**src/rtl/lcd_pkg.sv**
```systemverilog
// Shared constants and state encoding for the HD44780 message writer.
// Command bytes follow the standard HD44780 instruction set in 8-bit, 2-line mode.
package lcd_pkg;

   localparam logic [7:0] LCD_FUNC_SET = 8'h38;
   localparam logic [7:0] LCD_DISP_ON  = 8'h0C;
   localparam logic [7:0] LCD_ENTRY    = 8'h06;
   localparam logic [7:0] LCD_CLEAR    = 8'h01;
   localparam logic [7:0] LCD_LINE1    = 8'h80;
   localparam logic [7:0] LCD_LINE2    = 8'hC0;

   typedef enum logic [3:0] {
      StPowerup,
      StInit,
      StFrameStart,
      StL1Addr,
      StL1Char,
      StL2Addr,
      StL2Char,
      StFrameEnd,
      StRefreshWait
   } lcd_state_e;

   function automatic int unsigned max3(input int unsigned a, input int unsigned b,
                                        input int unsigned c);
      int unsigned m;
      m = (a > b) ? a : b;
      return (m > c) ? m : c;
   endfunction

endpackage

```
**src/rtl/lcd_message_writer_if.sv**
```systemverilog
// Frame input and LCD pin bundle of the message writer.
// master = the writer, slave = whoever supplies the frame and watches the pins.
interface lcd_message_writer_if;
   logic [255:0] message;
   logic [7:0]   lcd_data;
   logic         lcd_rs;
   logic         lcd_rw;
   logic         lcd_e;
   logic         init_done;
   logic         frame_done;

   modport master (
      input  message,
      output lcd_data, lcd_rs, lcd_rw, lcd_e, init_done, frame_done
   );

   modport slave (
      output message,
      input  lcd_data, lcd_rs, lcd_rw, lcd_e, init_done, frame_done
   );
endinterface

```
**src/rtl/lcd_bus_cycle.sv**
```systemverilog
// One LCD bus write: SETUP (1 cycle), E high for T_EPULSE, then a settle wait.
// done_o marks the last wait cycle so a new start can launch with no idle gap.
module lcd_bus_cycle
   import lcd_pkg::*;
#(
   parameter int unsigned T_EPULSE = 25,
   parameter int unsigned T_CMD    = 2_500,
   parameter int unsigned T_CLEAR  = 100_000
) (
   input  logic       clk,
   input  logic       rst_n,
   input  logic       start_i,
   input  logic       rs_i,
   input  logic [7:0] data_i,
   output logic       done_o,
   output logic       lcd_e_o,
   output logic       lcd_rs_o,
   output logic [7:0] lcd_data_o
);

   localparam int unsigned CntW = $clog2(max3(T_EPULSE, T_CMD, T_CLEAR) + 1);

   typedef enum logic [1:0] {StIdle, StSetup, StPulse, StWait} bus_state_e;

   bus_state_e      state_q, state_d;
   logic [CntW-1:0] cnt_q, cnt_d;
   logic            e_q, e_d;
   logic            rs_q, rs_d;
   logic [7:0]      data_q, data_d;
   logic [CntW-1:0] wait_last;
   logic            busy;

   // A 0x01 sent as character data is an ordinary write, only the command needs the long wait.
   assign wait_last = (!rs_q && data_q == LCD_CLEAR) ? CntW'(T_CLEAR - 1) : CntW'(T_CMD - 1);
   assign done_o    = (state_q == StWait) && (cnt_q == wait_last);
   assign busy      = (state_q != StIdle) && !done_o;

   always_comb begin
      state_d = state_q;
      cnt_d   = cnt_q;
      e_d     = e_q;
      rs_d    = rs_q;
      data_d  = data_q;
      unique case (state_q)
         StIdle: ;
         StSetup: begin
            state_d = StPulse;
            e_d     = 1'b1;
            cnt_d   = '0;
         end
         StPulse: begin
            if (cnt_q == CntW'(T_EPULSE - 1)) begin
               state_d = StWait;
               e_d     = 1'b0;
               cnt_d   = '0;
            end else begin
               cnt_d = cnt_q + CntW'(1);
            end
         end
         StWait: begin
            if (done_o) state_d = StIdle;
            else        cnt_d   = cnt_q + CntW'(1);
         end
      endcase
      if (start_i && !busy) begin
         state_d = StSetup;
         rs_d    = rs_i;
         data_d  = data_i;
         cnt_d   = '0;
      end
   end

   always_ff @(posedge clk or negedge rst_n) begin
      if (!rst_n) begin
         state_q <= StIdle;
         cnt_q   <= '0;
         e_q     <= 1'b0;
         rs_q    <= 1'b0;
         data_q  <= 8'h00;
      end else begin
         state_q <= state_d;
         cnt_q   <= cnt_d;
         e_q     <= e_d;
         rs_q    <= rs_d;
         data_q  <= data_d;
      end
   end

   assign lcd_e_o    = e_q;
   assign lcd_rs_o   = rs_q;
   assign lcd_data_o = data_q;

endmodule

```
**src/rtl/lcd_message_writer.sv**
```systemverilog
// Runs the HD44780 init sequence once, then rewrites both lines from a frame snapshot forever.
// Writes are launched from the next-state decode so consecutive writes run back to back.
module lcd_message_writer
   import lcd_pkg::*;
#(
   parameter int unsigned T_POWERUP = 1_000_000,
   parameter int unsigned T_EPULSE  = 25,
   parameter int unsigned T_CMD     = 2_500,
   parameter int unsigned T_CLEAR   = 100_000,
   parameter int unsigned T_REFRESH = 2_500_000
) (
   input logic                  clk,
   input logic                  rst_n,
   lcd_message_writer_if.master bus
);

   localparam int unsigned CntW = $clog2(max3(T_POWERUP, T_CLEAR, T_REFRESH) + 1);

   lcd_state_e      state_q, state_d;
   logic [CntW-1:0] cnt_q, cnt_d;
   logic [4:0]      idx_q, idx_d;
   logic [1:0]      cmd_q, cmd_d;
   logic            launched_q, launched_d;
   logic            init_done_q, init_done_d;
   logic            frame_done_q, frame_done_d;
   logic [255:0]    buf_q, buf_d;

   logic            wr_start, wr_rs, wr_done, want_wr;
   logic [7:0]      wr_data;
   logic            e_w, rs_w;
   logic [7:0]      data_w;

   always_comb begin
      state_d      = state_q;
      cnt_d        = cnt_q;
      idx_d        = idx_q;
      cmd_d        = cmd_q;
      launched_d   = launched_q;
      init_done_d  = init_done_q;
      frame_done_d = 1'b0;
      buf_d        = buf_q;
      want_wr      = 1'b0;
      wr_start     = 1'b0;
      wr_rs        = 1'b0;
      wr_data      = 8'h00;
      unique case (state_q)
         StPowerup: begin
            if (cnt_q == CntW'(T_POWERUP - 1)) begin
               state_d = StInit;
               cnt_d   = '0;
            end else begin
               cnt_d = cnt_q + CntW'(1);
            end
         end
         StInit: if (wr_done) begin
            launched_d = 1'b0;
            if (cmd_q == 2'd3) begin
               state_d     = StFrameStart;
               init_done_d = 1'b1;
            end else begin
               cmd_d = cmd_q + 2'd1;
            end
         end
         StFrameStart: begin
            buf_d   = bus.message;
            idx_d   = 5'd0;
            state_d = StL1Addr;
         end
         StL1Addr: if (wr_done) begin
            launched_d = 1'b0;
            state_d    = StL1Char;
         end
         StL1Char: if (wr_done) begin
            launched_d = 1'b0;
            idx_d      = idx_q + 5'd1;
            if (idx_q == 5'd15) state_d = StL2Addr;
         end
         StL2Addr: if (wr_done) begin
            launched_d = 1'b0;
            state_d    = StL2Char;
         end
         StL2Char: if (wr_done) begin
            launched_d = 1'b0;
            if (idx_q == 5'd31) begin
               state_d      = StFrameEnd;
               frame_done_d = 1'b1;
            end else begin
               idx_d = idx_q + 5'd1;
            end
         end
         StFrameEnd: begin
            state_d = StRefreshWait;
            cnt_d   = '0;
         end
         StRefreshWait: begin
            if (cnt_q == CntW'(T_REFRESH - 1)) begin
               state_d = StFrameStart;
               cnt_d   = '0;
            end else begin
               cnt_d = cnt_q + CntW'(1);
            end
         end
         default: state_d = StPowerup;
      endcase

      // Decode the write for the state being entered, so it launches in the done cycle.
      case (state_d)
         StInit: begin
            want_wr = 1'b1;
            unique case (cmd_d)
               2'd0: wr_data = LCD_FUNC_SET;
               2'd1: wr_data = LCD_DISP_ON;
               2'd2: wr_data = LCD_ENTRY;
               2'd3: wr_data = LCD_CLEAR;
            endcase
         end
         StL1Addr: begin
            want_wr = 1'b1;
            wr_data = LCD_LINE1;
         end
         StL2Addr: begin
            want_wr = 1'b1;
            wr_data = LCD_LINE2;
         end
         StL1Char, StL2Char: begin
            want_wr = 1'b1;
            wr_rs   = 1'b1;
            wr_data = buf_q[{idx_d, 3'b000} +: 8];
         end
         default: ;
      endcase
      if (want_wr && !launched_d) begin
         wr_start   = 1'b1;
         launched_d = 1'b1;
      end
   end

   always_ff @(posedge clk or negedge rst_n) begin
      if (!rst_n) begin
         state_q      <= StPowerup;
         cnt_q        <= '0;
         idx_q        <= 5'd0;
         cmd_q        <= 2'd0;
         launched_q   <= 1'b0;
         init_done_q  <= 1'b0;
         frame_done_q <= 1'b0;
         buf_q        <= '0;
      end else begin
         state_q      <= state_d;
         cnt_q        <= cnt_d;
         idx_q        <= idx_d;
         cmd_q        <= cmd_d;
         launched_q   <= launched_d;
         init_done_q  <= init_done_d;
         frame_done_q <= frame_done_d;
         buf_q        <= buf_d;
      end
   end

   lcd_bus_cycle #(
      .T_EPULSE (T_EPULSE),
      .T_CMD    (T_CMD),
      .T_CLEAR  (T_CLEAR)
   ) u_bus_cycle (
      .clk        (clk),
      .rst_n      (rst_n),
      .start_i    (wr_start),
      .rs_i       (wr_rs),
      .data_i     (wr_data),
      .done_o     (wr_done),
      .lcd_e_o    (e_w),
      .lcd_rs_o   (rs_w),
      .lcd_data_o (data_w)
   );

   assign bus.lcd_e      = e_w;
   assign bus.lcd_rs     = rs_w;
   assign bus.lcd_data   = data_w;
   assign bus.lcd_rw     = 1'b0;
   assign bus.init_done  = init_done_q;
   assign bus.frame_done = frame_done_q;

endmodule

```
**src/flat_wrapper.sv**
```systemverilog
// flat-port wrapper written by rule: the top's interface ports become plain ports
module lcd_message_writer_flat import lcd_pkg::*;
#(
   parameter int unsigned T_POWERUP = 1_000_000,
   parameter int unsigned T_EPULSE  = 25,
   parameter int unsigned T_CMD     = 2_500,
   parameter int unsigned T_CLEAR   = 100_000,
   parameter int unsigned T_REFRESH = 2_500_000
)
  (clk, rst_n, bus_message, bus_lcd_data, bus_lcd_rs, bus_lcd_rw, bus_lcd_e, bus_init_done, bus_frame_done);
  lcd_message_writer_if bus_i ();
  input logic clk;
  input logic rst_n;
  input wire logic [$bits(bus_i.message)-1:0] bus_message;
  output wire logic [$bits(bus_i.lcd_data)-1:0] bus_lcd_data;
  output wire logic [$bits(bus_i.lcd_rs)-1:0] bus_lcd_rs;
  output wire logic [$bits(bus_i.lcd_rw)-1:0] bus_lcd_rw;
  output wire logic [$bits(bus_i.lcd_e)-1:0] bus_lcd_e;
  output wire logic [$bits(bus_i.init_done)-1:0] bus_init_done;
  output wire logic [$bits(bus_i.frame_done)-1:0] bus_frame_done;
  assign bus_i.message = bus_message;
  assign bus_lcd_data = bus_i.lcd_data;
  assign bus_lcd_rs = bus_i.lcd_rs;
  assign bus_lcd_rw = bus_i.lcd_rw;
  assign bus_lcd_e = bus_i.lcd_e;
  assign bus_init_done = bus_i.init_done;
  assign bus_frame_done = bus_i.frame_done;
  lcd_message_writer #(.T_POWERUP(T_POWERUP), .T_EPULSE(T_EPULSE), .T_CMD(T_CMD), .T_CLEAR(T_CLEAR), .T_REFRESH(T_REFRESH)) u_core (.clk(clk), .rst_n(rst_n), .bus(bus_i));
endmodule
```
**config.mk**
```make
export PLATFORM = sky130hd
export DESIGN_NAME = lcd_message_writer_flat
export DESIGN_NICKNAME = d
export VERILOG_FILES = /design/src/rtl/lcd_pkg.sv /design/src/rtl/lcd_message_writer_if.sv /design/src/rtl/lcd_bus_cycle.sv /design/src/rtl/lcd_message_writer.sv /design/src/flat_wrapper.sv
export SDC_FILE = /design/constraint.sdc
export NUM_CORES = 1
export LEC_CHECK = 0
export CAP_MARGIN = 40
export CORE_MARGIN = 2
export CORE_UTILIZATION = 51
export DETAILED_ROUTE_END_ITERATION = 10
export PLACE_DENSITY = 0.76
export SYNTH_ARGS = -nofsm -noshare
export SYNTH_HDL_FRONTEND = slang
export SYNTH_HIERARCHICAL = 1
export SYNTH_SLANG_ARGS = --single-unit
```
**constraint.sdc**
```tcl
create_clock -name clk -period 12.76 [get_ports clk]
set_input_delay 2.552 -clock clk [delete_from_list [all_inputs] [get_ports clk]]
set_output_delay 2.552 -clock clk [all_outputs]
set_load 0.05 [all_outputs]
```
==> images/wires.png <==
Only two layers are drawn.
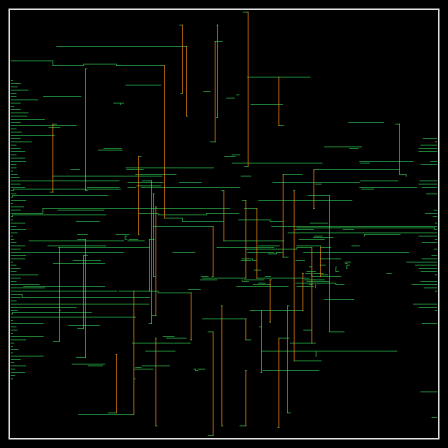
layer	color	wire length
metal 3	green	3260 um
metal 4	orange	1440 um
DR vias: 12209
Total GRT Usage: 0.267
drt total wl: 43.1 mm
wire per inst: 20.5 um

==> results_dict.tcl <==
# collected from the flow reports
set metrics [dict create \
    status "complete, no violations" \
    largest_cell_class "flip-flops and latches" \
    use_met2 0.419 \
    ant_nets 0 \
    pwr-share-seq 0.480 \
    crit_type "reg -> reg" \
    nFlopsAndLatches 321 \
    antenna_found_initial 2 \
    clk_latency_ns 0.51 \
    drv_slew 0 \
    regMostFlops "u_core/buf_q" \
    p_seq_w 0.00102 \
    grt_pass1_wl_mm 68.5 \
    top_power_group "registers" \
    port_buffers 269 \
    max_cap_viol_count 0 \
    grtUsageMet1 0.365 \
    finClkSkew_ns 0.0158 \
    clkTransAtPathRegs_ns 0.06 \
    synth_cell_types 71 \
    critical_path_required_ns 13.15 \
    top_layer_used "met4" \
    worstPathArrival_ns 6.02 \
    min_period_ns 5.64 \
    yosysSeqAreaShare 0.512 \
    pg_comb_w 0.000106 \
]
==> images/layer_met4.png <==
Scale bar: 50 um.
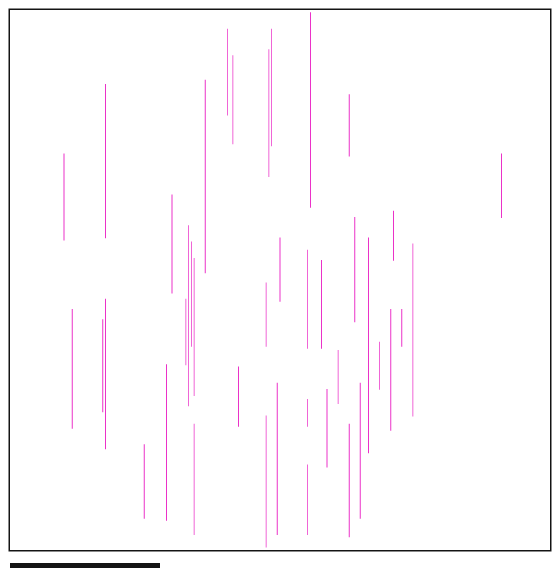
main direction	vertical
nets with wire on the layer	33
share of all routed wire	3.3%
longest straight run	71.4 um

## through the flow
step           power (W)  worst slack (ns)  hold WS [ns]  utilization
2_1_floorplan    0.00104              8.50         0.446            -
3_3_place_gp     0.00114              7.25         0.460        0.611
3_5_place_dp     0.00114              7.27         0.479        0.613
4_1_cts          0.00214              7.26         0.497        0.650
5_1_grt          0.00219              6.87         0.512        0.650
6_report         0.00212              7.12         0.500        0.650
## layout by cell type, fill, tap and decap left out, types with 13 or more instances in the layout
cell and count:
nand3_1 148, nor2_1 32, mux2_2 257, dfrtp_1 321, inv_1 24, mux2i_1 23, nand2_1 250, clkbuf_16 37
or3_1 13, o21ai_0 32, clkdlybuf4s50_1 268, a21oi_1 48, and3_1 20
No activity file was given, so power comes from the tool's default toggle rates.
